### src/rtl/hamming_gmat_row_streamer.sv
// rtl/hamming_gmat_row_streamer.sv - streams systematic (extended) Hamming generator rows over valid/ready
// Rows are built from the candidate column index i (non powers of two), one row per handshake.
module hamming_gmat_row_streamer #(
    parameter int MAX_M = 5,
    parameter int IDXW  = MAX_M,
    parameter int W     = 2 ** MAX_M
) (
    input  logic            clk,
    input  logic            reset,
    input  logic            start,
    input  logic [3:0]      m,
    input  logic            ext_en,
    input  logic            abort,
    output logic            row_valid,
    input  logic            row_ready,
    output logic [W-1:0]    row_data,
    output logic [IDXW-1:0] row_idx,
    output logic [IDXW-1:0] n_out,
    output logic [IDXW-1:0] k_out,
    output logic            busy,
    output logic            done,
    output logic            err
);

    typedef enum logic [1:0] {S_IDLE, S_SCAN, S_HOLD, S_FIN} state_t;

    state_t          r_state;
    logic [3:0]      r_m;
    logic            r_ext;
    logic [IDXW:0]   r_i;
    logic [IDXW-1:0] r_row;
    logic [IDXW-1:0] r_n;
    logic [IDXW-1:0] r_k;

    logic            w_m_ok;
    logic [IDXW:0]   w_pow;
    logic [IDXW-1:0] w_n_new;
    logic [IDXW-1:0] w_k_new;
    logic            w_is_pow2;
    logic [W-1:0]    w_base;
    logic [W-1:0]    w_row;

    assign n_out = r_n;
    assign k_out = r_k;

    assign w_m_ok    = (m >= 4'd2) && (int'(m) <= MAX_M);
    assign w_pow     = (IDXW+1)'(1) << m;
    assign w_n_new   = IDXW'(w_pow - (IDXW+1)'(1));
    assign w_k_new   = w_n_new - IDXW'(m);
    assign w_is_pow2 = ((r_i & (r_i - (IDXW+1)'(1))) == '0);

    // Parity bits occupy k..n-1 with i's MSB first; k+m-1-b == n-1-b for bit b of i.
    always_comb begin
        w_base        = '0;
        w_base[r_row] = 1'b1;
        for (int b = 0; b < MAX_M; b++) begin
            if (b < int'(r_m)) begin
                w_base[r_n - IDXW'(1) - IDXW'(b)] = r_i[b];
            end
        end
        w_row = w_base;
        if (r_ext) begin
            w_row[r_n] = ^w_base;
        end
    end

    always_ff @(posedge clk or posedge reset) begin
        if (reset) begin
            r_state   <= S_IDLE;
            r_m       <= '0;
            r_ext     <= 1'b0;
            r_i       <= '0;
            r_row     <= '0;
            r_n       <= '0;
            r_k       <= '0;
            row_valid <= 1'b0;
            row_data  <= '0;
            row_idx   <= '0;
            busy      <= 1'b0;
            done      <= 1'b0;
            err       <= 1'b0;
        end else begin
            done <= 1'b0;
            err  <= 1'b0;
            case (r_state)
                S_IDLE: begin
                    if (start) begin
                        if (w_m_ok) begin
                            r_m     <= m;
                            r_ext   <= ext_en;
                            r_n     <= w_n_new;
                            r_k     <= w_k_new;
                            r_i     <= (IDXW+1)'(1);
                            r_row   <= '0;
                            busy    <= 1'b1;
                            r_state <= S_SCAN;
                        end else begin
                            err <= 1'b1;
                        end
                    end
                end
                S_SCAN: begin
                    if (abort) begin
                        row_valid <= 1'b0;
                        busy      <= 1'b0;
                        r_state   <= S_IDLE;
                    end else if (w_is_pow2) begin
                        r_i <= r_i + (IDXW+1)'(1);
                    end else begin
                        row_data  <= w_row;
                        row_idx   <= r_row;
                        row_valid <= 1'b1;
                        r_state   <= S_HOLD;
                    end
                end
                S_HOLD: begin
                    // abort takes priority over a same-cycle handshake, dropping the row
                    if (abort) begin
                        row_valid <= 1'b0;
                        busy      <= 1'b0;
                        r_state   <= S_IDLE;
                    end else if (row_ready) begin
                        row_valid <= 1'b0;
                        if (r_row == r_k - IDXW'(1)) begin
                            r_state <= S_FIN;
                        end else begin
                            r_i     <= r_i + (IDXW+1)'(1);
                            r_row   <= r_row + IDXW'(1);
                            r_state <= S_SCAN;
                        end
                    end
                end
                S_FIN: begin
                    done    <= 1'b1;
                    busy    <= 1'b0;
                    r_state <= S_IDLE;
                end
                default: r_state <= S_IDLE;
            endcase
        end
    end

endmodule

### config.mk
export PLATFORM = sky130hd
export DESIGN_NAME = hamming_gmat_row_streamer
export DESIGN_NICKNAME = d
export VERILOG_FILES = /design/src/rtl/hamming_gmat_row_streamer.sv
export SDC_FILE = /design/constraint.sdc
export NUM_CORES = 1
export LEC_CHECK = 0
export CORE_AREA = 2 2 134 162
export DETAILED_ROUTE_END_ITERATION = 7
export DIE_AREA = 0 0 136 164
export GPL_TIMING_DRIVEN = 1
export HOLD_SLACK_MARGIN = 0.1
export PLACE_DENSITY = 0.69
export SYNTH_ARGS = -nofsm -noshare
export SYNTH_HDL_FRONTEND = slang
export SYNTH_SLANG_ARGS = --single-unit
### constraint.sdc
create_clock -name clk -period 6.42 [get_ports clk]
set_clock_uncertainty 0.2 [all_clocks]
set_input_delay 1.284 -clock clk [delete_from_list [all_inputs] [get_ports clk]]
set_output_delay 1.284 -clock clk [all_outputs]
set_load 0.02 [all_outputs]
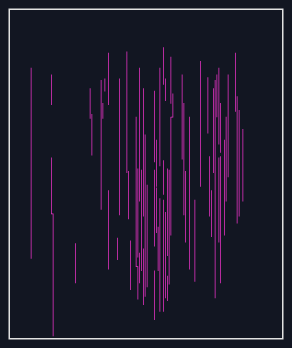
(images/layer_met4.png)
Scale: 2 px per um.
wire length on this layer: 2760 um
share of all routed wire: 7.6%
main direction: vertical

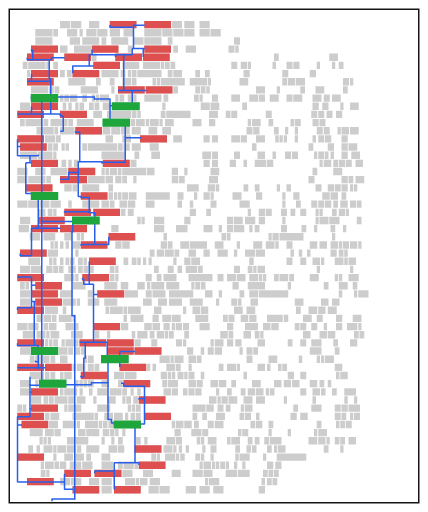
(images/clk_routes.png)
Scale: 3 px per um.
[red] flip-flops | count: 69
[green] clock drivers | count: 9
[blue] clock wires | length: 928 um
routed clock nets: 10

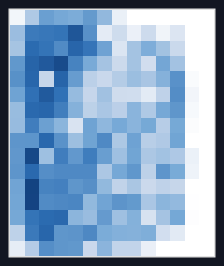
(images/cell_density.png)
Scale: 1.5 px per um. 14 x 16 tiles, from white (low) to dark blue (high), 0 to 100% covered.
nearly empty tiles: 15%
mean over tiles: 40%
fullest tile: 92%

==> results.py <==
# Metrics from the implementation run
metrics = {
    "status": {
        "status": "finished clean",
    },
    "critical_path": {
        "worstSetupPathDepth": 17,
        "crit_chain": "buf_4 -> nor3_2 -> xnor2_1 -> ha_1 -> a21boi_0 -> o221ai_1 -> xnor2_2 -> o32ai_1 -> a221oi_1 -> nand2_1 -> o221ai_1 -> xnor2_1 -> xnor3_1 -> xnor3_1 -> xor2_4 -> buf_4 -> o41ai_1",
        "worstPathArrival_ns": 6.09,
        "rr_startpoint": "n_out[0]",
        "slowest_stage": "o32ai_1",
        "startpoint_type": "flip-flop",
        "critPathTopFamily": "AND-OR/OR-AND gates",
        "reg2reg_setup_slack_ns": 0.34,
        "endpoint_kind": "flip-flop",
        "slowest_delay_ns": 0.66,
    },
    "timing": {
        "finalCritPeriodShare_pct": 94.6,
        "worst_pin_slew_ns": 1.18,
        "fmax_ghz": 0.165,
    },
    "synthesis": {
        "ys_ff": 69,
        "yosys-stat-cells": 1068,
        "ys_area_um2": 8170,
        "synthAoiAreaFrac_pct": 33.6,
        "fa_ha_area_share_pct": 5.12,
        "synthArstFlopShare_pct": 100,
        "topCombFamilyByArea": "AND-OR/OR-AND gates",
        "top_area_share_pct": 21.1,
        "syn-cell-area_um2": 8170,
    },
    "routing": {
        "drt_pass1_iterations": 6,
        "wl_met2_um": 16300,
        "routedWlPerCell_um": 26.8,
        "dr_wl_met3_um": 2710,
        "wl_met1_um": 14600,
        "totalWireLength_um": 36400,
        "drtIter0Drc": 1059,
    },
    "layout": {
        "design_area_um2": 9290,
        "clkbuf_count": 13,
        "mostFrequentLayoutCells": "nor2_1 (108), nand2_1 (108), a21oi_1 (75)",
        "clock_tree_area_fraction_pct": 3.07,
        "buf_share_pct": 8.57,
        "seq_cell_count": 69,
        "comb.multi_input.count": 886,
        "stdcell_count": 1358,
    },
    "hold_path": {
        "hp-start": "row_idx[4]",
    },
    "flow_run": {
        "warning_count": 45,
    },
    "floorplan": {
        "fp-row-count": 58,
        "fp_util_pct": 39.4,
        "taps": 270,
    },
    "cts": {
        "clockBufferDepth": 2,
        "cts_sinks": 69,
    },
    "grt": {
        "grt_max_degree": 64,
        "gr-usage-met3_pct": 4.97,
    },
    "placed_design": {
        "dp.cells": 1344,
        "port_buffers": 60,
        "hpwl_um": 27900,
    },
}
